### src/rtl/mem_arbiter_pkg.sv
// Shared types for the data-memory arbiter.
// Memory geometry, request bundle and FSM states.
package mem_arbiter_pkg;

    localparam int ADDR_W = 8;
    localparam int DATA_W = 64;

    typedef struct packed {
        logic [ADDR_W-1:0] addr;
        logic [DATA_W-1:0] wdata;
        logic              we;
    } mem_req_t;

    typedef enum logic [1:0] {
        IDLE,
        ISSUE,
        WAIT,
        RESP
    } arb_state_e;

endpackage

### src/rtl/mem_arbiter_rr.sv
// Combinational round-robin picker.
// Chooses the first requester at or after the pointer, wrapping.
module rr_arbiter #(
    parameter int N  = 2,
    parameter int IW = (N > 1) ? $clog2(N) : 1
) (
    input  logic [N-1:0]  i_req,
    input  logic [IW-1:0] i_ptr,
    output logic [N-1:0]  o_gnt,
    output logic [IW-1:0] o_idx,
    output logic          o_any
);

    logic [IW:0]   w_sum;
    logic [IW-1:0] w_c;

    // scan candidates in priority order starting at the pointer
    always_comb begin
        o_gnt = '0;
        o_idx = '0;
        o_any = 1'b0;
        w_sum = '0;
        w_c   = '0;
        for (int k = 0; k < N; k++) begin
            w_sum = {1'b0, i_ptr} + (IW+1)'(k);
            if (w_sum >= (IW+1)'(N)) begin
                w_sum = w_sum - (IW+1)'(N);
            end
            w_c = w_sum[IW-1:0];
            if (!o_any && i_req[w_c]) begin
                o_any      = 1'b1;
                o_idx      = w_c;
                o_gnt[w_c] = 1'b1;
            end
        end
    end

endmodule

### src/rtl/mem_arbiter.sv
// Round-robin arbiter sharing one 256x64 data memory.
// One access in flight; read-before-write response per access.
module mem_arbiter
    import mem_arbiter_pkg::*;
#(
    parameter int NUM_REQ = 2
) (
    input  logic                            clk,
    input  logic                            rst,
    input  logic [NUM_REQ-1:0]              req_valid,
    output logic [NUM_REQ-1:0]              req_ready,
    input  logic [NUM_REQ-1:0][ADDR_W-1:0]  req_addr,
    input  logic [NUM_REQ-1:0][DATA_W-1:0]  req_wdata,
    input  logic [NUM_REQ-1:0]              req_we,
    output logic [NUM_REQ-1:0]              resp_valid,
    input  logic [NUM_REQ-1:0]              resp_ready,
    output logic [DATA_W-1:0]               resp_rdata,
    output logic [ADDR_W-1:0]               mem_addr,
    output logic [DATA_W-1:0]               mem_write_data,
    output logic                            mem_write_enable,
    input  logic [DATA_W-1:0]               mem_read_data,
    output logic                            busy
);

    localparam int IW = (NUM_REQ > 1) ? $clog2(NUM_REQ) : 1;

    arb_state_e        r_state;
    arb_state_e        w_next;
    logic [IW-1:0]     r_ptr;
    logic [IW-1:0]     r_owner;
    mem_req_t          r_cur;
    logic [DATA_W-1:0] r_resp_q;

    logic [NUM_REQ-1:0] w_gnt;
    logic [IW-1:0]      w_idx;
    logic               w_any;
    logic               w_grant;

    rr_arbiter #(
        .N  (NUM_REQ),
        .IW (IW)
    ) u_rr (
        .i_req (req_valid),
        .i_ptr (r_ptr),
        .o_gnt (w_gnt),
        .o_idx (w_idx),
        .o_any (w_any)
    );

    assign w_grant = (r_state == IDLE) && w_any && !rst;

    // state register, grant capture and read-data capture
    always_ff @(posedge clk) begin
        if (rst) begin
            r_state  <= IDLE;
            r_ptr    <= '0;
            r_owner  <= '0;
            r_cur    <= '0;
            r_resp_q <= '0;
        end else begin
            r_state <= w_next;
            if (w_grant) begin
                r_cur <= '{addr:  req_addr[w_idx],
                           wdata: req_wdata[w_idx],
                           we:    req_we[w_idx]};
                r_owner <= w_idx;
                if (w_idx == IW'(NUM_REQ-1)) begin
                    r_ptr <= '0;
                end else begin
                    r_ptr <= w_idx + IW'(1);
                end
            end
            if (r_state == WAIT) begin
                r_resp_q <= mem_read_data;
            end
        end
    end

    // next-state selection
    always_comb begin
        w_next = r_state;
        unique case (r_state)
            IDLE:    if (w_any) w_next = ISSUE;
            ISSUE:   w_next = WAIT;
            WAIT:    w_next = RESP;
            RESP:    if (resp_ready[r_owner]) w_next = IDLE;
            default: w_next = IDLE;
        endcase
    end

    // handshake and memory-port outputs
    always_comb begin
        req_ready  = '0;
        resp_valid = '0;
        if (w_grant) begin
            req_ready = w_gnt;
        end
        if (r_state == RESP) begin
            resp_valid[r_owner] = 1'b1;
        end
    end

    assign resp_rdata       = r_resp_q;
    assign mem_addr         = r_cur.addr;
    assign mem_write_data   = r_cur.wdata;
    assign mem_write_enable = (r_state == ISSUE) && r_cur.we && !rst;
    assign busy             = (r_state != IDLE);

endmodule

### config.mk
export PLATFORM = sky130hd
export DESIGN_NAME = mem_arbiter
export DESIGN_NICKNAME = d
export VERILOG_FILES = /design/src/rtl/mem_arbiter_pkg.sv /design/src/rtl/mem_arbiter_rr.sv /design/src/rtl/mem_arbiter.sv
export SDC_FILE = /design/constraint.sdc
export NUM_CORES = 1
export LEC_CHECK = 0
export ABC_AREA = 1
export CORE_AREA = 2 2 141 143
export DETAILED_ROUTE_END_ITERATION = 7
export DIE_AREA = 0 0 143 145
export PLACE_DENSITY = 0.72
export SETUP_SLACK_MARGIN = 0.1
export SYNTH_ARGS = -nofsm -noshare
export SYNTH_HDL_FRONTEND = slang
export SYNTH_SLANG_ARGS = --single-unit
export TNS_END_PERCENT = 10
### constraint.sdc
create_clock -name clk -period 2.1 [get_ports clk]
set_clock_uncertainty 0.2 [all_clocks]
set_input_delay 0.42 -clock clk [delete_from_list [all_inputs] [get_ports clk]]
set_output_delay 0.42 -clock clk [all_outputs]
set_load 0.05 [all_outputs]
Figure 1. Close-up of the layout.
Window x 92 to 122, y 21 to 51 µm. Cells in grey, sequential cells in the stronger grey; small squares are vias.
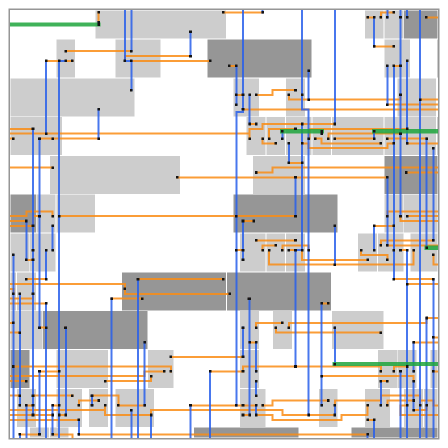
legend:
  orange:
    layer: M1
  green:
    layer: M3
  blue:
    layer: M2
most frequent: nand2_1 (22)
netlist names of flops here include: mem_write_data (4), mem_addr (2)
cells with their middle in the window: 54
sequential cells in the window: 6

Figure 2. Clock wiring as the flow saved it.
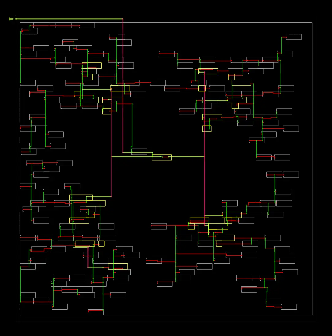
number of clock-tree buffers in the layout: 18
seq_cells: 141
P_clk: 3.00 mW
number of sinks driven by the clock tree: 141

Figure 3. Cell sizes after repair.
Scale bar: 50 µm.
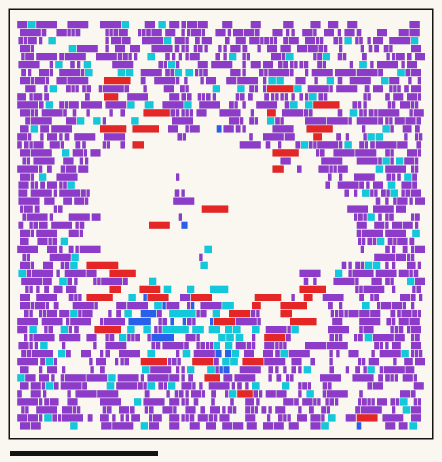
legend:
  blue:
    size: x2
    cells: 16
  cyan:
    size: x3 and x4
    cells: 136
  red:
    size: x6 and larger
    cells: 39
  purple:
    size: x1 and smaller
    cells: 1035
worst-case setup margin in the final layout: 60.4 ps
number of buffers outside the clock class in the layout: 380

Figure 4. Clock distribution.
Scale bar: 50 µm.
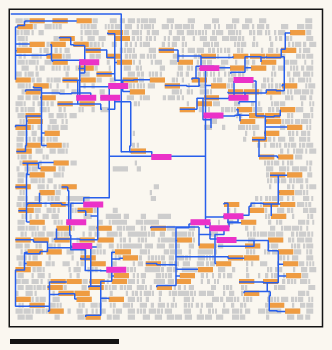
legend:
  blue:
    item: clock wires
    length: 1930 µm
  orange:
    item: flip-flops
    count: 141
  magenta:
    item: clock-net drivers
    count: 17
routed clock nets: 18
flops lie: all over the die
insertion delay at the late pin of the worst-skew pair: 410 ps
clock network fraction of design power: 22.9%

Figure 5. Sequential cells coloured by netlist name.
Scale bar: 50 µm. Other sequential cells in the stronger grey, the rest of the logic in the fainter grey.
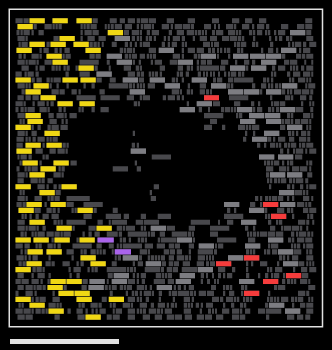
legend:
  purple:
    netlist_name: r_state
    placed_flops: 2
  red:
    netlist_name: mem_addr
    placed_flops: 8
    where: bottom right
  yellow:
    netlist_name: resp_rdata
    placed_flops: 64
    where: a vertical strip on the left
Final Core Density: 53.2%
power of the sequential group: 3.71 mW
Sequential cell area: 2830 µm²

==> flow.log <==
[metrics] run summary
[metrics] run status: completed
[metrics] final count of hold timing violations: 0
[metrics] clock buffers created by TritonCTS: 17
[metrics] Worst Setup Slack post-DPL: -119 ps
[metrics] routability cong.: about 0.84
[metrics] post-synth cell types: 15
[metrics] register clock-pin slew on the reported worst setup and hold paths: 60 ps
[metrics] final slew viol count: 0
[metrics] post-route design area: approximately 10000 µm²
[metrics] IO buf count: 357
[metrics] Crit path required time: approximately 1500 ps
[metrics] Synthesis Warnings: 0
[metrics] power density relative to cell area: roughly 1300 nW/µm²
[metrics] count of tool warnings: 31
[metrics] Max clock buf depth: 2
[metrics] count of boundary I/O pins: between 300 and 400
[metrics] floorplan core area: 19200 µm²
[metrics] hold buffers post-CTS: 0
[metrics] final critical delay including setup and external delays: 2040 ps
[metrics] number of instances in the synthesized netlist: 954
[metrics] Synthesized registers: around 140
[metrics] area post-placement: 9540 µm²
[metrics] Setup-failing EPs final: 0
[metrics] Static Leak: 4.66 nW
[metrics] Via-to-Cell Ratio: approximately 4.6
[metrics] area overhead of the layout relative to synthesis: 56.3%
[metrics] routed length per instance: 14.4 µm
[metrics] CP startpoint kind: flop
[metrics] layout cells sized above 1: between 10% and 20%
[metrics] total design power: 13.1 mW
[metrics] largest vdd supply drop: 816 µV
[metrics] crit share post-route: 97.1%
[metrics] H-tree levels: 4
[metrics] largest net degree at the start of global routing: 74
[metrics] Rel. slew slack: a little over two fifths
[metrics] Die Area: about 21000 µm²
[metrics] HPWL after detailed placement: ~15000 µm
[metrics] type of the worst min-delay path: flop to flop
[metrics] yosys stat cell total: 954
[metrics] DRC violations left: 0
[metrics] Highest Clock Rate: 490 MHz
[metrics] aggregate routed wire length: 21500 µm
[metrics] clock tree root buffer cell: sky130_fd_sc_hd__clkbuf_16
[metrics] Site Rows: 51
[metrics] area of the mapped netlist: ~6500 µm²
[metrics] number of nets at the end of the flow: 1433
[metrics] Mapped Avg Cell Area: 6.85 µm²
[metrics] first-pass GRT wire length: 32900 µm
[metrics] unrepaired setup endpoints after global routing: yes
[metrics] count of max-cap constraint violations: 0
[metrics] die y size: 145 µm
[metrics] Synth area leader: sky130_fd_sc_hd__dfxtp_1
[metrics] number of nets at floorplan: about 1.2k
[metrics] Critical Path, Cell by Cell: inv_2 -> ha_4 -> nand3_4 -> inv_4 -> nand2_4 -> clkinvlp_4 -> buf_8
[metrics] Least-Margin Pin Slew: 857 ps
[metrics] number of fill cells: ~1.9k
[metrics] endpoint class of the critical path: output pin
[metrics] number of vias after detailed routing: 6848
[metrics] vias in the first global route: around 6.5k
[metrics] top fanout value on the critical path: 4
[metrics] cell with the largest stage delay on the worst path: sky130_fd_sc_hd__dfxtp_2
## layout make-up
| cell class | count | area [µm²] | share of cell area (%) |
|---|---|---|---|
| Tap cell | 265 | 332 | 3.25 |
| Inverter | 13 | 55.1 | 0.539 |
| Clock inverter | 14 | 149 | 1.46 |
| Multi-Input combinational cell | 660 | 2860 | 28.0 |
| Sequential cell | 141 | 2830 | 27.7 |
| Timing Repair Buffer | 380 | 3560 | 34.8 |
| Clock buffer | 18 | 439 | 4.30 |
## critical path: cells and delay by family, from the launching register on
kind | cells | cell delay (ps)
flops | 1 | 340
buf+inv | 4 | 330
simple gates | 2 | 170
fa+ha+maj | 1 | 160
## through the flow
step           setup TNS [ps]  instances
2_1_floorplan               0        954
4_1_cts                -0.612       1488
3_5_place_dp            -2650       1452
5_1_grt                 -26.2       1491
6_report                    0       1491
3_3_place_gp             -234       1452
## final timing paths
check	startpoint	to	slack, ps	depth (start not counted)
worst max-delay path	r_state[0]$_SDFFE_PP0P_	req_ready[0]	60	7
worst min-delay path	mem_write_data[16]$_SDFFE_PP0P_	mem_write_data[16]$_SDFFE_PP0P_	260	2
worst max register to register	r_state[1]$_SDFFE_PP0P_	mem_write_data[51]$_SDFFE_PP0P_	390	9
worst min register to register	mem_write_data[16]$_SDFFE_PP0P_	mem_write_data[16]$_SDFFE_PP0P_	260	2
## flip-flops by register name, indices dropped and copies added (netlist names)
name and cells:
r_state 2, mem_addr 8, r_cur 1, r_ptr 1
r_owner 1, mem_write_data 64, resp_rdata 64
## cell usage in the layout (no fill, tap or decap), drive strengths merged
cell	n
bufinv	1
clkbuf	18
nand2	306
inv	19
nand3	78
o22ai	1
nor2	132
a21oi	73
ha	4
dfxtp	141
nor3	1
clkdlybuf4s50	212
buf	137
o21ai	65
dlygate4sd2	31
clkinvlp	5
clkinv	2
## per-layer routing
layer | up-vias | part of all wire, % | track usage [%] | wire length, µm
li1 | 3473 | - | - | -
met1 | 3081 | 40 | 22.2 | 8610
met2 | 264 | 47 | 33.9 | 10200
met3 | 30 | 11 | 7.85 | 2280
met4 | 0 | 2.0 | 7.13 | 439
met5 | - | 0 | 0 | 0
## synth_stat cells (all sizes together)
cell type  count
a21oi         73
buf          114
clkbuf        26
dfxtp        141
ha             4
inv           13
nand2        306
nand3         78
nor2         132
nor3           1
o21ai         65
o22ai          1
## timing repair
action,in CTS,in global routing
setup endpoints to repair,34,5
setup buffers,4,3
pin swaps,3,2
resized,44,9
## where the power goes
| part | internal [mW] | switching [mW] |
|---|---|---|
| clock network | 1.71 | 1.29 |
| logic | 2.03 | 4.36 |
| registers | 3.38 | 0.333 |
## cells by family (layout without fill, tap and decap cells)
kind of cell	Yosys count	after routing	synth area share, %
fa+ha+maj	4	4	0.766
simple gates	517	517	31.2
flops	141	141	43.2
buf+inv	153	425	14.2
compound gates	139	139	10.7
Power figures rest on the tool's default switching activity, not on a simulated workload.
